$ cat config.mk
export PLATFORM = sky130hd
export DESIGN_NAME = tl_log_div16_flat
export DESIGN_NICKNAME = d
export VERILOG_FILES = /design/src/rtl/tl_log_div16_if.sv /design/src/rtl/tl_log_div16.sv /design/src/flat_wrapper.sv
export SDC_FILE = /design/constraint.sdc
export NUM_CORES = 1
export LEC_CHECK = 0
export ABC_AREA = 0
export CORE_MARGIN = 2
export CORE_UTILIZATION = 50
export DETAILED_ROUTE_END_ITERATION = 7
export PLACE_DENSITY = 0.71
export SYNTH_ARGS = -nofsm -noshare
export SYNTH_HDL_FRONTEND = slang
export SYNTH_SLANG_ARGS = --single-unit
$ cat constraint.sdc
create_clock -name clk_i -period 3.7 [get_ports clk_i]
set_input_delay 1.11 -clock clk_i [delete_from_list [all_inputs] [get_ports clk_i]]
set_output_delay 1.11 -clock clk_i [all_outputs]
set_load 0.005 [all_outputs]
$ cat src/rtl/tl_log_div16_if.sv
// Operand/result handshake bundle for the Mitchell-log divider.
// slave is the divider side, master the producer/consumer side.
interface tl_log_div16_if;
  logic [15:0] a_i;
  logic [15:0] b_i;
  logic        in_valid_i;
  logic        in_ready_o;
  logic [23:0] q_o;
  logic        dz_o;
  logic        out_valid_o;
  logic        out_ready_i;

  modport slave (
    input  a_i, b_i, in_valid_i, out_ready_i,
    output in_ready_o, q_o, dz_o, out_valid_o
  );

  modport master (
    output a_i, b_i, in_valid_i, out_ready_i,
    input  in_ready_o, q_o, dz_o, out_valid_o
  );
endinterface

$ cat src/rtl/tl_log_div16.sv
// Three-stage signed 16/16 divider using Mitchell's log approximation.
// Result is Q16.8 with ones'-complement sign; divide-by-zero saturates.
module tl_log_div16 (
  input  logic            clk_i,
  input  logic            rst_i,
  tl_log_div16_if.slave   bus
);

  // Mitchell log: {leading-one position, next four bits below it}
  function automatic logic [7:0] mlog(input logic [15:0] m);
    logic [3:0]  k;
    logic [19:0] sh;
    k = '0;
    for (int j = 0; j < 16; j++) begin
      if (m[j]) k = 4'(j);
    end
    sh = {m, 4'b0} >> k;
    return {k, sh[3:0]};
  endfunction

  logic en;
  logic [15:0] mag_a, mag_b;

  // Stage 1
  logic       v1_q;
  logic [7:0] la_q, lb_q;
  logic       s1_q, za1_q, zb1_q;
  // Stage 2
  logic       v2_q;
  logic [8:0] d_q;
  logic       s2_q, za2_q, zb2_q;
  // Stage 3 (output)
  logic        out_valid_q;
  logic [23:0] q_q, q_d;
  logic        dz_q, dz_d;

  logic signed [5:0] sh_s;
  logic [5:0]        sh_l, sh_r;
  logic [4:0]        mant;
  logic [23:0]       qm;

  assign en    = bus.out_ready_i | ~out_valid_q;
  assign mag_a = bus.a_i ^ {16{bus.a_i[15]}};
  assign mag_b = bus.b_i ^ {16{bus.b_i[15]}};

  always_comb begin
    sh_s = $signed({d_q[8], d_q[8:4]}) + 6'sd4;
    sh_l = sh_s;
    sh_r = -sh_s;
    mant = {1'b1, d_q[3:0]};
    qm   = '0;
    if (sh_s >= 0) qm = 24'(mant) << sh_l;
    else           qm = 24'(mant) >> sh_r;

    q_d  = {24{s2_q}} ^ qm;
    dz_d = 1'b0;
    if (zb2_q) begin
      dz_d = 1'b1;
      q_d  = s2_q ? 24'h800000 : 24'h7FFFFF;
    end else if (za2_q) begin
      q_d  = '0;
    end
  end

  always_ff @(posedge clk_i) begin
    if (rst_i) begin
      v1_q        <= 1'b0;
      v2_q        <= 1'b0;
      out_valid_q <= 1'b0;
      q_q         <= '0;
      dz_q        <= 1'b0;
    end else if (en) begin
      v1_q        <= bus.in_valid_i;
      la_q        <= mlog(mag_a);
      lb_q        <= mlog(mag_b);
      s1_q        <= bus.a_i[15] ^ bus.b_i[15];
      za1_q       <= (mag_a == 16'h0);
      zb1_q       <= (mag_b == 16'h0);

      v2_q        <= v1_q;
      d_q         <= {1'b0, la_q} - {1'b0, lb_q};
      s2_q        <= s1_q;
      za2_q       <= za1_q;
      zb2_q       <= zb1_q;

      out_valid_q <= v2_q;
      q_q         <= q_d;
      dz_q        <= dz_d;
    end
  end

  assign bus.in_ready_o  = en;
  assign bus.out_valid_o = out_valid_q;
  assign bus.q_o         = q_q;
  assign bus.dz_o        = dz_q;

endmodule

$ cat src/flat_wrapper.sv
// flat-port wrapper written by rule: the top's interface ports become plain ports
module tl_log_div16_flat 
  (clk_i, rst_i, bus_a_i, bus_b_i, bus_in_valid_i, bus_out_ready_i, bus_in_ready_o, bus_q_o, bus_dz_o, bus_out_valid_o);
  tl_log_div16_if bus_i ();
  input  logic clk_i;
  input  logic rst_i;
  input wire logic [$bits(bus_i.a_i)-1:0] bus_a_i;
  input wire logic [$bits(bus_i.b_i)-1:0] bus_b_i;
  input wire logic [$bits(bus_i.in_valid_i)-1:0] bus_in_valid_i;
  input wire logic [$bits(bus_i.out_ready_i)-1:0] bus_out_ready_i;
  output wire logic [$bits(bus_i.in_ready_o)-1:0] bus_in_ready_o;
  output wire logic [$bits(bus_i.q_o)-1:0] bus_q_o;
  output wire logic [$bits(bus_i.dz_o)-1:0] bus_dz_o;
  output wire logic [$bits(bus_i.out_valid_o)-1:0] bus_out_valid_o;
  assign bus_i.a_i = bus_a_i;
  assign bus_i.b_i = bus_b_i;
  assign bus_i.in_valid_i = bus_in_valid_i;
  assign bus_i.out_ready_i = bus_out_ready_i;
  assign bus_in_ready_o = bus_i.in_ready_o;
  assign bus_q_o = bus_i.q_o;
  assign bus_dz_o = bus_i.dz_o;
  assign bus_out_valid_o = bus_i.out_valid_o;
  tl_log_div16 u_core (.clk_i(clk_i), .rst_i(rst_i), .bus(bus_i));
endmodule
==> results_dict.tcl, run 1 <==
# implementation run metrics
set metrics [dict create \
    num_rows 37 \
    ys_area_um2 5230 \
    grt_setup_unrepaired "no" \
    detail_route.wl_per_cell_um 14.7 \
    worst-endpoint-arrival_ns 3.60 \
    cts_htree_levels 3 \
    endpoint_kind "flip-flop" \
    power.clock.fraction_pct 21.4 \
    comb_power_share_pct 41.8 \
    combGateArea_um2 3280 \
    clock-skew-final_ns 0.0103 \
    critical_path.slowest_cell "clkdlybuf4s50_1" \
    hold_violations 0 \
    io_pins 63 \
    synth_top_cell_by_area "edfxtp_1" \
    cts_root_buffer "clkbuf_8" \
    global_route.overflow_total 0 \
    worst-endpoint-required_ns 3.77 \
    p_int_w 0.00152 \
    max_cap_viol_count 0 \
    ctsHoldBuffers 0 \
    power.switching_fraction_pct 34.3 \
    critPathMaxFanout 8 \
    tritoncts_num_sinks 59 \
    seq_power_share_pct 36.8 \
    timing.hold.ws_ns 0.424 \
    synth.net_count 677 \
    drcViolationCount 0 \
    tritoncts "done" \
    critical_path.cell_chain "clkdlybuf4s50_1 -> or2_1 -> o21ai_0 -> nand3_1 -> a21oi_2 -> a31o_1 -> buf_4 -> mux2i_1 -> o2bb2ai_1 -> a2111oi_0 -> a32oi_1" \
    edf_count 31 \
    synth.distinct_cells 77 \
    numCtsBuffers 9 \
    chip_area_um2 11300 \
    status "finished, final reports clean" \
    drtAntennaViolNets 0 \
    net_switching_power_of_the_design_w 0.000793 \
]
[run 1: sequential cells by signal, indices dropped and copies added (netlist names), 8 cells and up]
register and count:
u_core.bus.q_o 24, u_core.d_q 9, u_core.la_q 8, u_core.lb_q 8
[run 1: stage by stage]
| stage | power, W | instances | area [um^2] | setup WS (ns) |
|---|---|---|---|---|
| floorplan | 0.00150 | 628 | 5230 | 0.392 |
| CTS | 0.00232 | 882 | 6530 | 0.121 |
| global placement | 0.00179 | 866 | 6360 | -0.158 |
| detailed placement | 0.00182 | 866 | 6360 | -0.256 |
| global route | 0.00247 | 882 | 6540 | 0.00878 |
| finish | 0.00231 | 882 | 6540 | 0.167 |
[run 1: worst max-delay path, delay by kind of cell]
kind | cells | cell delay, ns
AND-OR/OR-AND | 6 | 1.17
buffers and inverters | 2 | 0.62
multiplexers | 1 | 0.35
AND/OR/NAND/NOR | 2 | 0.35
[run 1: cells in the mapped netlist (5+ instances only)]
cell and number:
nand3_1 21, a31oi_1 5, nand2b_1 12, mux2i_1 30
nor2b_1 10, a221oi_1 9, and2_1 10, a211oi_1 5
nor2_1 68, buf_4 6, o21ai_0 28, buf_2 5
nand4_1 5, clkbuf_1 25, buf_6 10, xor2_1 7
a21oi_1 43, a22oi_1 25, xnor2_1 45, ha_1 12
nor3_1 11, a21o_1 7, nor4_1 7, mux2_2 9
inv_1 29, dfxtp_1 28, edfxtp_1 31, nand2_1 43
[run 1: metal layers]
metal | routed length (um) | track usage (%) | up-vias
met3 | 514 | 4.60 | 25
met4 | 284 | 8.36 | 0
met1 | 5290 | 26.1 | 2359
met5 | 0 | 0 | -
li1 | - | - | 2504
met2 | 6870 | 44.2 | 140
[run 1: path summary, 6_finish.rpt]
check,end,cells after the start,start
min reg2reg,u_core.zb2_q,0,u_core.zb1_q
max reg2reg,u_core.bus.q_o[3],10,u_core.d_q[6]
max,u_core.la_q[1],11,bus_a_i[14]
min,u_core.zb2_q,0,u_core.zb1_q
[run 1: kinds of logic after synthesis]
family / Yosys count / share of synthesized area, %
DFF: 59 / 28.5
buffers and inverters: 84 / 9.00
muxes: 43 / 8.98
and+or+nand+nor: 199 / 17.9
adders and majority gates: 13 / 3.26
xor gates and xnor gates: 52 / 8.72
AOI/OAI and AO/OA: 178 / 23.6
[run 1: power groups by stage]
stage | combinational [W] | clock [W] | sequential (W)
finish | 0.000967 | 0.000495 | 0.000852
global route | 0.00107 | 0.000540 | 0.000864
CTS | 0.000959 | 0.000507 | 0.000852
detailed placement | 0.000955 | 0 | 0.000866
global placement | 0.000932 | 0 | 0.000861
floorplan | 0.000672 | 0 | 0.000831
[run 1: area by class of cell]
class / instances / area share, %
multi-input combinational: 485 / 50.2
sequential: 59 / 22.8
timing repair buffer: 154 / 20.1
tap: 136 / 2.60
clock buffer: 13 / 2.28
inverter: 32 / 1.84
clock inverter: 3 / 0.229
[run 1: what timing repair did]
action	in CTS	in global routing
setup endpoints to repair	0	6
endpoints found under the hold margin	0	0
resized	0	6
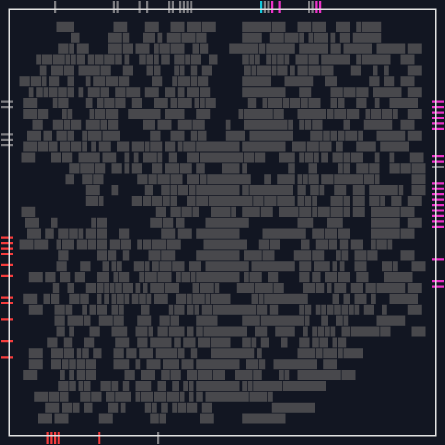
Run 1: I/O pins on the die edge
Drawn at 4 px/um. Pins as bars across the die edge, other pins in gray.
port	color	pins	direction	edge
bus_q_o	magenta	24	output	20 right, 4 top
bus_dz_o	cyan	1	output	top
bus_b_i	red	16	input	11 left, 5 bottom
all pins by edge	21 right, 20 top, 16 left, 6 bottom

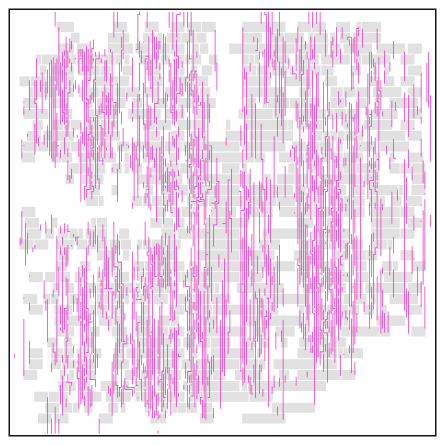
Run 1: signal wires on met2
Drawn at 4 px/um. Cells faint in the background.
main direction	vertical
share of all routed wire	53%

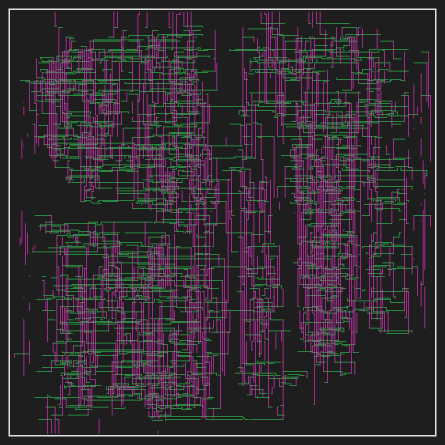
Run 1: metal layers overlaid
Drawn at 4 px/um. Two of the layers only.
layer	color	wire length
metal 2	magenta	6,870 um
metal 1	green	5,290 um

--- run 2 (diff from run 1) ---
DONT_BUFFER_PORTS = 1   (was default)
PLACE_DENSITY = 0.63   (was 0.71)
==> results_dict.tcl, run 2 <==
# implementation run metrics
set metrics [dict create \
    hold_violations 0 \
    cp_startpoint "bus_a_i[14]" \
    largest_register_ffs 24 \
    numCtsBuffers 9 \
    critical_path.slowest_cell "a2111oi_0" \
    endpoint_kind "flip-flop" \
    drcViolationCount 0 \
    cts_root_buffer "clkbuf_8" \
    cp_num_buf_inv 1 \
    worst_path_dominant_cell_family "AND-OR/OR-AND gates" \
    hp-start "u_core.za1_q" \
    yosys.area_share.adder_pct 3.26 \
    ys_area_um2 5230 \
    tritoncts "done" \
    power_w 0.00217 \
    drtAntennaViolNets 0 \
    place_inst 724 \
    tritoncts_num_sinks 59 \
    synthXorXnorAreaFrac_pct 8.72 \
    ctsHoldBuffers 0 \
    ys_sh_aoi_pct 23.6 \
    status "finished, final reports clean" \
    cts.repair.resized 0 \
    worst-endpoint-arrival_ns 3.34 \
    edf_count 31 \
    chip_area_um2 11300 \
    globalRoute.busiestLayer "met2" \
    critical_path.cell_chain "or2_1 -> o21ai_0 -> nand3_1 -> a21oi_2 -> a31o_1 -> buf_4 -> mux2i_1 -> nor4_1 -> a2111oi_0 -> a21oi_1" \
    worst-endpoint-required_ns 3.76 \
    synth.net_count 677 \
    gr-usage-met1_pct 26.1 \
]
## run 2: netlist changes by cell type in the layout (fill, tap and decap cells not counted), moves of 2 or more
cell / previous run / this run
buf_4: 92 / 12
clkbuf_1: 3 / 0
clkbuf_8: 10 / 12
clkdlybuf4s50_1: 61 / 0
## run 2: per-layer routing
layer  wire (um)  vias up  part of all wire [%]
li1            -     2217                     -
met1        4970     2068                    43
met2        5950      121                    51
met3         546       18                   4.7
met4         221        0                   1.9
met5           0        -                     0
## run 2: final timing paths
check                      endpoint  slack, ns  cells after the start
hold reg to reg        u_core.za2_q       0.42                      0
setup reg to reg  u_core.bus.q_o[0]       0.98                      9
setup / recovery     u_core.la_q[3]       0.43                     10
hold / removal         u_core.za2_q       0.42                      0
## run 2: logic make-up (layout without fill, tap and decap cells)
kind of cell             Yosys count  after routing
buffers and inverters             84             60
AND/OR/NAND/NOR                  199            199
adder cells (fa/ha/maj)           13             13
flip-flops                        59             59
XOR/XNOR                          52             52
multiplexers                      43             43
AND-OR/OR-AND                    178            178
## run 2: layout make-up
cell class              instances  area (um^2)  share of cell area [%]
multi-input cells             485         3270                    61.1
flip-flops and latches         59         1490                    27.9
clock buffers                  13          190                    3.56
well taps                     136          170                    3.18
inverters                      32          120                    2.25
repair buffers                 12         90.1                    1.68
clock inverters                 3         17.5                   0.328
## run 2: metrics by stage
step	area (um^2)	hold slack (ns)
2_1_floorplan	5230	0.400
3_3_place_gp	5140	0.404
3_5_place_dp	5140	0.405
4_1_cts	5350	0.420
5_1_grt	5350	0.434
6_report	5350	0.420
## run 2: power by group
group	total (W)	switching [W]	leakage [nW]	internal (W)
logic	0.000726	0.000388	1.50	0.000338
registers	0.000863	0.0000854	0.527	0.000778
clock network	0.000579	0.000243	0.107	0.000336
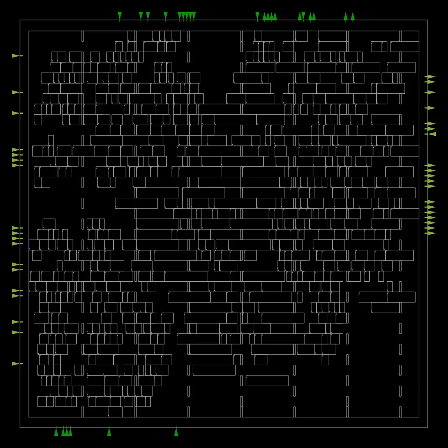
Run 2: placement view
filler cell count: 945
Core Util, Final: 52.3%
floorplan core area: 10,200 um^2
number of placement rows: 37

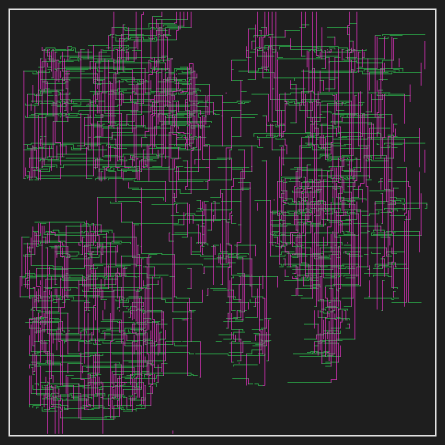
Run 2: metal layers overlaid
Drawn at 4 px/um. Two of the layers only.
layer	color	wire length
metal 2	magenta	5,950 um
metal 1	green	4,970 um

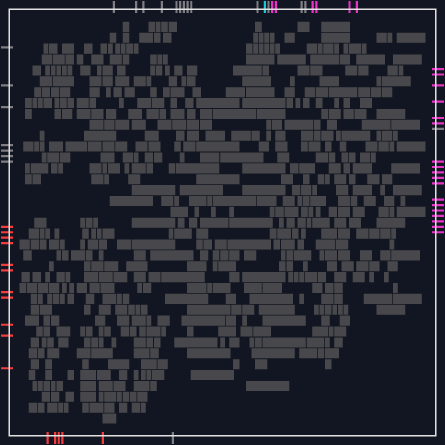
Run 2: I/O pins on the die edge
Drawn at 4 px/um. Pins as bars across the die edge, other pins in gray.
port	color	pins	direction	edge
bus_dz_o	cyan	1	output	top
bus_q_o	magenta	24	output	18 right, 6 top
bus_b_i	red	16	input	11 left, 5 bottom
all pins by edge	20 top, 19 right, 18 left, 6 bottom

--- run 3 (diff from run 2) ---
CORE_MARGIN = default   (was 2)
==> results_dict.tcl, run 3 <==
# implementation run metrics
set metrics [dict create \
    dieWidth_um 104 \
    clk_latency_ns 0.33 \
    setup_tns_ns 0 \
    capture_point_of_the_worst_path "u_core.la_q[3]" \
    place_inst 721 \
    ys_area_um2 5230 \
    postPlaceCellArea_um2 5140 \
    status "finished, final reports clean" \
    critical_path.cell_chain "or2_1 -> o21ai_0 -> nand3_1 -> a21oi_2 -> a31o_1 -> buf_4 -> mux2i_1 -> nor4_1 -> a2111oi_0 -> a21oi_1" \
    synth.net_count 677 \
    top_cells_by_count "nor2_1 (68), xnor2_1 (45), a21oi_1 (43), nand2_1 (43), edfxtp_1 (31)" \
    ctsHoldBuffers 0 \
    worst-endpoint-required_ns 3.77 \
    hold_violations 0 \
    worst_r2r_endpoint "u_core.bus.q_o[0]" \
    drcViolationCount 0 \
    tritoncts_num_sinks 59 \
    synth.most_common_cell "nor2_1" \
    fraction_of_the_cycle_the_final_worst_path_needs_pct 87.8 \
    largest_register_ffs 24 \
    fin_area_um2 5310 \
    grt_antenna_before_repair 0 \
    detail_route.vias_per_cell 5.87 \
    cts_root_buffer "clkbuf_8" \
    cts.repair.resized 0 \
    finalNetCount 648 \
    max_slew_margin_pct 20.8 \
    synth-main-ff-cell "edfxtp_1" \
    io_pins 63 \
    edf_count 31 \
    reg2reg_slack_ns 1.01 \
    numCtsBuffers 9 \
    drtAntennaViolNets 0 \
    final_core_utilization_pct 53.3 \
    endpoint_kind "flip-flop" \
    layout_top_cell_excl_fill_tap "nor2_1" \
    top_cell_area_share_pct 17.8 \
    clock-skew-final_ns 0.00975 \
    power-per-cell-area_nw_per_um2 392 \
    timing.rr.start "u_core.d_q[4]" \
    worst-endpoint-arrival_ns 3.32 \
    netlist_area_um2 5230 \
    timing_worst_setup_path_type "in2reg" \
    area_delta_synth_final_pct 1.56 \
    critical_path.slowest_cell "a2111oi_0" \
    chip_area_um2 10900 \
    cp_startpoint "bus_a_i[14]" \
    tritoncts "done" \
    reg2regPathDepth 9 \
]
-- run 3: cell count changes in the layout (fill, tap and decap cells not counted), sizes merged --
cell    previous run  this run
clkbuf            13        11
inv               32        33
clkinv             2         3
-- run 3: through the flow --
step | hold slack, ns | total power (W)
floorplan | 0.400 | 0.00150
global placement | 0.405 | 0.00157
detailed placement | 0.409 | 0.00159
CTS | 0.424 | 0.00209
global route | 0.440 | 0.00222
finish | 0.421 | 0.00208
-- run 3: layer usage --
| metal | track usage, % | wire [um] |
|---|---|---|
| met1 | 25.9 | 4950 |
| met5 | 0 | 0 |
| met2 | 37.0 | 5820 |
| met3 | 4.07 | 406 |
| met4 | 7.96 | 272 |
-- run 3: worst min-delay path by stage --
stage | startpoint | endpoint | slack [ns] | cells past startpoint
floorplan | u_core.s1_q | u_core.s2_q | 0.40 | 0
global placement | u_core.zb1_q | u_core.zb2_q | 0.41 | 0
detailed placement | u_core.zb1_q | u_core.zb2_q | 0.41 | 0
CTS | u_core.za1_q | u_core.za2_q | 0.42 | 0
global route | u_core.za1_q | u_core.za2_q | 0.44 | 0
finish | u_core.zb1_q | u_core.zb2_q | 0.42 | 0
-- run 3: critical path: cells and delay by family --
| kind | cells | cell delay, ns |
|---|---|---|
| AND-OR/OR-AND | 5 | 1.16 |
| buffers and inverters | 1 | 0.25 |
| multiplexers | 1 | 0.37 |
| AND/OR/NAND/NOR | 3 | 0.43 |
-- run 3: cell families (layout without fill, tap and decap cells) --
logic type                 count (synthesis)  after routing  synth area share, %
adders and majority gates                 13             13                 3.26
xor gates and xnor gates                  52             52                 8.72
AOI/OAI and AO/OA                        178            178                 23.6
and+or+nand+nor                          199            199                 17.9
buffers and inverters                     84             60                 9.00
muxes                                     43             43                 8.98
DFF                                       59             59                 28.5
-- run 3: layout make-up --
class                           count  area (um^2)  area share [%]
Tap cell                          133          166            3.14
Multi-Input combinational cell    485         3270            61.6
Inverter                           32          120            2.26
Sequential cell                    59         1490            28.1
Clock inverter                      5         28.8           0.542
Clock buffer                       11          141            2.66
Timing Repair Buffer               12         90.1            1.70
-- run 3: power by group --
group / internal, W / switching [W] / leakage, nW / total (W)
clock: 0.000258 / 0.000244 / 0.0894 / 0.000502
combinational: 0.000338 / 0.000382 / 1.50 / 0.000720
sequential: 0.000778 / 0.0000824 / 0.527 / 0.000860
total: 0.00137 / 0.000708 / 2.11 / 0.00208
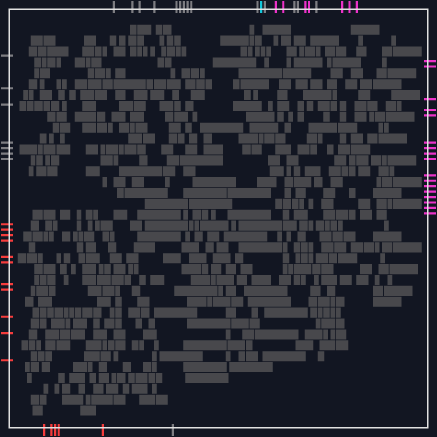
Run 3: I/O pins on the die edge
Drawn at 4 px/um. Pins as bars across the die edge, other pins in gray.
port	color	pins	direction	edge
bus_dz_o	cyan	1	output	top
bus_b_i	red	16	input	11 left, 5 bottom
bus_q_o	magenta	24	output	17 right, 7 top
all pins by edge	22 top, 18 left, 17 right, 6 bottom

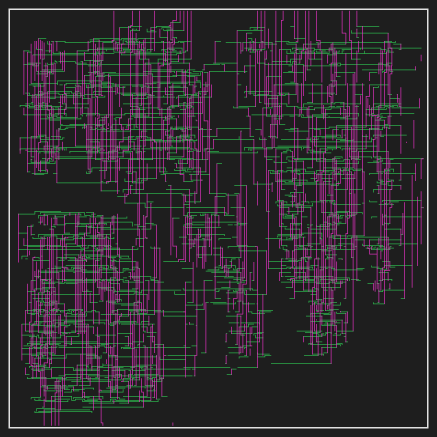
Run 3: metal layers overlaid
Drawn at 4 px/um. Two of the layers only.
layer	color	wire length
metal 1	green	4,950 um
metal 2	magenta	5,820 um

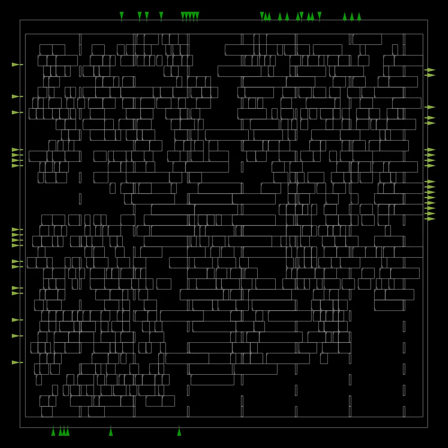
Run 3: placement view
number of placement rows: 36
count of inserted tapcells: 133
filler cell count: 936
floorplan core area: 9950 um^2

Power figures rest on the tool's default switching activity, not on a simulated workload.
